==> images/pdn.png <==
The bar under the picture is 20 um long. Pins as bars on the die edge. Tap cells in grey.
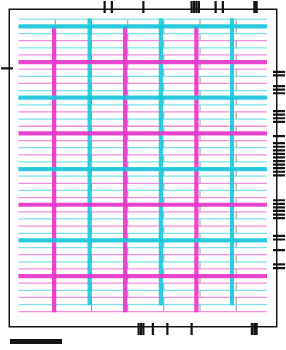
==> images/cell_classes.png <==
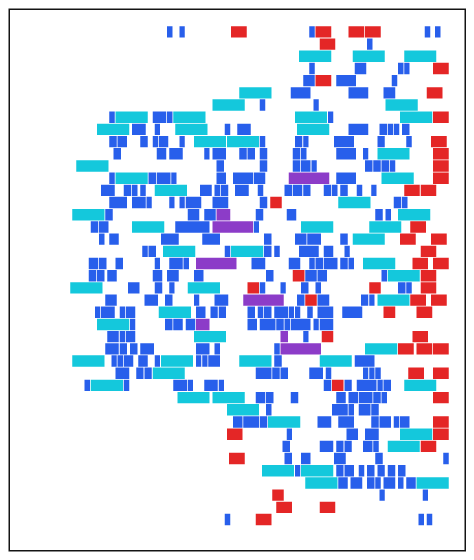
==> images/clock_map.png <==
The bar under the picture is 20 um long.
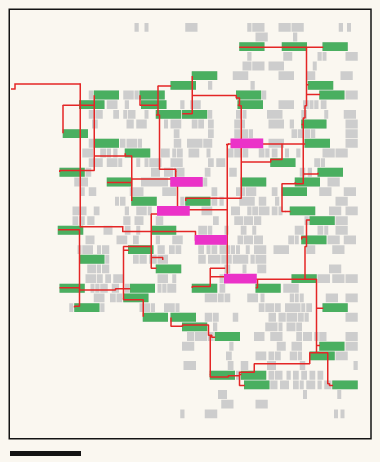
==> images/metal_stack.png <==
The bar under the picture is 20 um long. Two of the layers only.
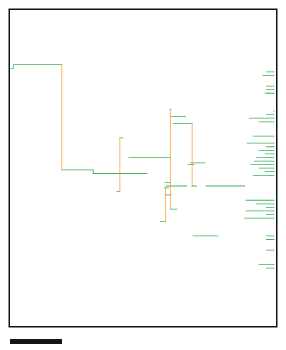
==> images/final_clocks.png <==
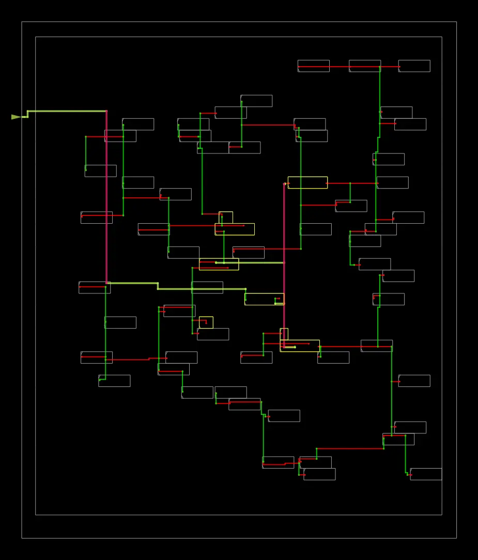
--- config.mk ---
export PLATFORM = sky130hd
export DESIGN_NAME = level_sequencer
export DESIGN_NICKNAME = d
export VERILOG_FILES = /design/src/rtl/level_sequencer.sv
export SDC_FILE = /design/constraint.sdc
export NUM_CORES = 1
export LEC_CHECK = 0
export CAP_MARGIN = 40
export CORE_ASPECT_RATIO = 1.2
export CORE_MARGIN = 3
export CORE_UTILIZATION = 27
export CTS_CLUSTER_SIZE = 8
export DETAILED_ROUTE_END_ITERATION = 8
export PLACE_DENSITY = 0.49
export SYNTH_ARGS = -nofsm -noshare
export SYNTH_HDL_FRONTEND = slang
export SYNTH_SLANG_ARGS = --single-unit
--- constraint.sdc ---
create_clock -name clk -period 2.8 [get_ports clk]
set_input_delay 0.28 -clock clk [delete_from_list [all_inputs] [get_ports clk]]
set_output_delay 0.28 -clock clk [all_outputs]
set_load 0.01 [all_outputs]
--- src/rtl/level_sequencer.sv ---
// Game-flow controller: walks the level table, drives the destination rectangle,
// and runs the per-attempt countdown and the lives counter.
module level_sequencer #(
  parameter int unsigned NUM_LEVELS   = 4,
  parameter int unsigned LIVES        = 3,
  parameter int unsigned TIME_LIMIT   = 60,
  parameter int unsigned PAUSE_CYCLES = 25_000_000
) (
  input  logic        clk,
  input  logic        rst,
  input  logic        start,
  input  logic        sec_tick,
  input  logic        level_complete,
  output logic [11:0] dest_hPos,
  output logic [11:0] dest_vPos,
  output logic [3:0]  dest_color,
  output logic        dest_visible,
  output logic        player_reset,
  output logic [1:0]  level,
  output logic [1:0]  lives,
  output logic [7:0]  time_left,
  output logic        game_over,
  output logic        game_won,
  output logic [2:0]  state
);

  localparam int unsigned PCW = 25;

  typedef enum logic [2:0] {
    IDLE  = 3'd0,
    LOAD  = 3'd1,
    PLAY  = 3'd2,
    PAUSE = 3'd3,
    LOST  = 3'd4,
    WON   = 3'd5
  } state_t;

  state_t         st;
  logic [PCW-1:0] pause_cnt;
  logic [11:0]    rom_h;
  logic [11:0]    rom_v;
  logic [3:0]     rom_c;

  assign state = st;

  // Level table: destination position and color per level
  always_comb begin
    rom_h = 12'd100;
    rom_v = 12'd100;
    rom_c = 4'h2;
    case (level)
      2'd1: begin rom_h = 12'd500; rom_v = 12'd60;  rom_c = 4'h4; end
      2'd2: begin rom_h = 12'd40;  rom_v = 12'd420; rom_c = 4'h6; end
      2'd3: begin rom_h = 12'd600; rom_v = 12'd440; rom_c = 4'hA; end
      default: ;
    endcase
  end

  always_ff @(posedge clk) begin
    if (!rst) begin
      st           <= IDLE;
      level        <= '0;
      lives        <= '0;
      time_left    <= '0;
      dest_hPos    <= '0;
      dest_vPos    <= '0;
      dest_color   <= '0;
      dest_visible <= 1'b0;
      player_reset <= 1'b0;
      game_over    <= 1'b0;
      game_won     <= 1'b0;
      pause_cnt    <= '0;
    end else begin
      case (st)
        IDLE: begin
          if (start) begin
            level <= '0;
            lives <= 2'(LIVES);
            st    <= LOAD;
          end
        end

        LOAD: begin
          dest_hPos    <= rom_h;
          dest_vPos    <= rom_v;
          dest_color   <= rom_c;
          time_left    <= 8'(TIME_LIMIT);
          dest_visible <= 1'b1;
          player_reset <= 1'b1;
          st           <= PLAY;
        end

        PLAY: begin
          player_reset <= 1'b0;
          // level_complete takes priority over a coincident timeout
          if (level_complete) begin
            pause_cnt    <= '0;
            dest_visible <= 1'b0;
            st           <= PAUSE;
          end else if (sec_tick) begin
            if (time_left > 8'd1) begin
              time_left <= time_left - 8'd1;
            end else if (time_left == 8'd1) begin
              time_left <= '0;
              if (lives > 2'd1) begin
                lives <= lives - 2'd1;
                st    <= LOAD;
              end else begin
                lives        <= '0;
                dest_visible <= 1'b0;
                game_over    <= 1'b1;
                st           <= LOST;
              end
            end
          end
        end

        PAUSE: begin
          dest_visible <= 1'b0;
          if (pause_cnt == PCW'(PAUSE_CYCLES - 1)) begin
            if (level == 2'(NUM_LEVELS - 1)) begin
              game_won <= 1'b1;
              st       <= WON;
            end else begin
              level <= level + 2'd1;
              st    <= LOAD;
            end
          end else begin
            pause_cnt <= pause_cnt + PCW'(1);
          end
        end

        LOST, WON: begin
          dest_visible <= 1'b0;
          if (start) begin
            level     <= '0;
            lives     <= 2'(LIVES);
            game_over <= 1'b0;
            game_won  <= 1'b0;
            st        <= LOAD;
          end
        end

        default: st <= IDLE;
      endcase
    end
  end

endmodule

==> flow_metrics.tcl <==
# metrics dict for downstream scripts
set metrics [dict create \
    status "completed" \
    grt_pass1_wl_um 11700 \
    largest_reg_flops 25 \
    io_pins 52 \
    reg2reg_to "state[0]" \
    root_buffer "clkbuf_16" \
    fp_util_pct 27.9 \
    grt_max_degree 24 \
    logic_gate_count 282 \
    std_cell_rows 41 \
    ys_top_cells_by_count "55 x dfxtp_1, 51 x nor2_1, 32 x nand2_1" \
    die-width_um 101 \
    wl_met3_um 307 \
    mostFrequentLayoutCell "dfxtp_1" \
    synth_warnings 0 \
    utilization_pct 34.1 \
    seqPwrFrac_pct 38.5 \
    coreArea_um2 10600 \
    setup_viol 0 \
    p_sw_uw 932 \
    cp_cell_sequence "or4_4 > nor4_4 > nand3_2 > a221o_1 > or3_1 > a21oi_1" \
    p_int_uw 1680 \
    switching_share_pct 35.7 \
    ys_chip_area_um2 2950 \
    p_leak_uw 0.00122 \
    drive_gt1_share_pct 6.65 \
    cts.htree.levels 2 \
    maxCapViolCount 0 \
]
## Picture notes: pdn.png
colour	net
magenta	VSS
cyan	VDD
rows	41
met5 straps	8
tap cells	129
signal pins	52

## Picture notes: cell_classes.png
colour	class	cells
blue	all other logic	293
red	other buffers and delay cells	50
cyan	flip-flops	55
purple	clock drivers and dummy loads	8

## Picture notes: clock_map.png
[green] flip-flops | count: 55
[magenta] cells driving clock nets | count: 5
[red] clock wires | length: 791 um
routed clock nets	6

## Picture notes: metal_stack.png
colour	layer	wire length
green	met3	307 um
orange	met4	135 um

## Picture notes: final_clocks.png
clkbuf count: 5
Sink Count: 55
Clock Power: 645 uW
clk_skew: 10.2 ps
CTS buffer count: 5

No activity file was given, so power comes from the tool's default toggle rates.
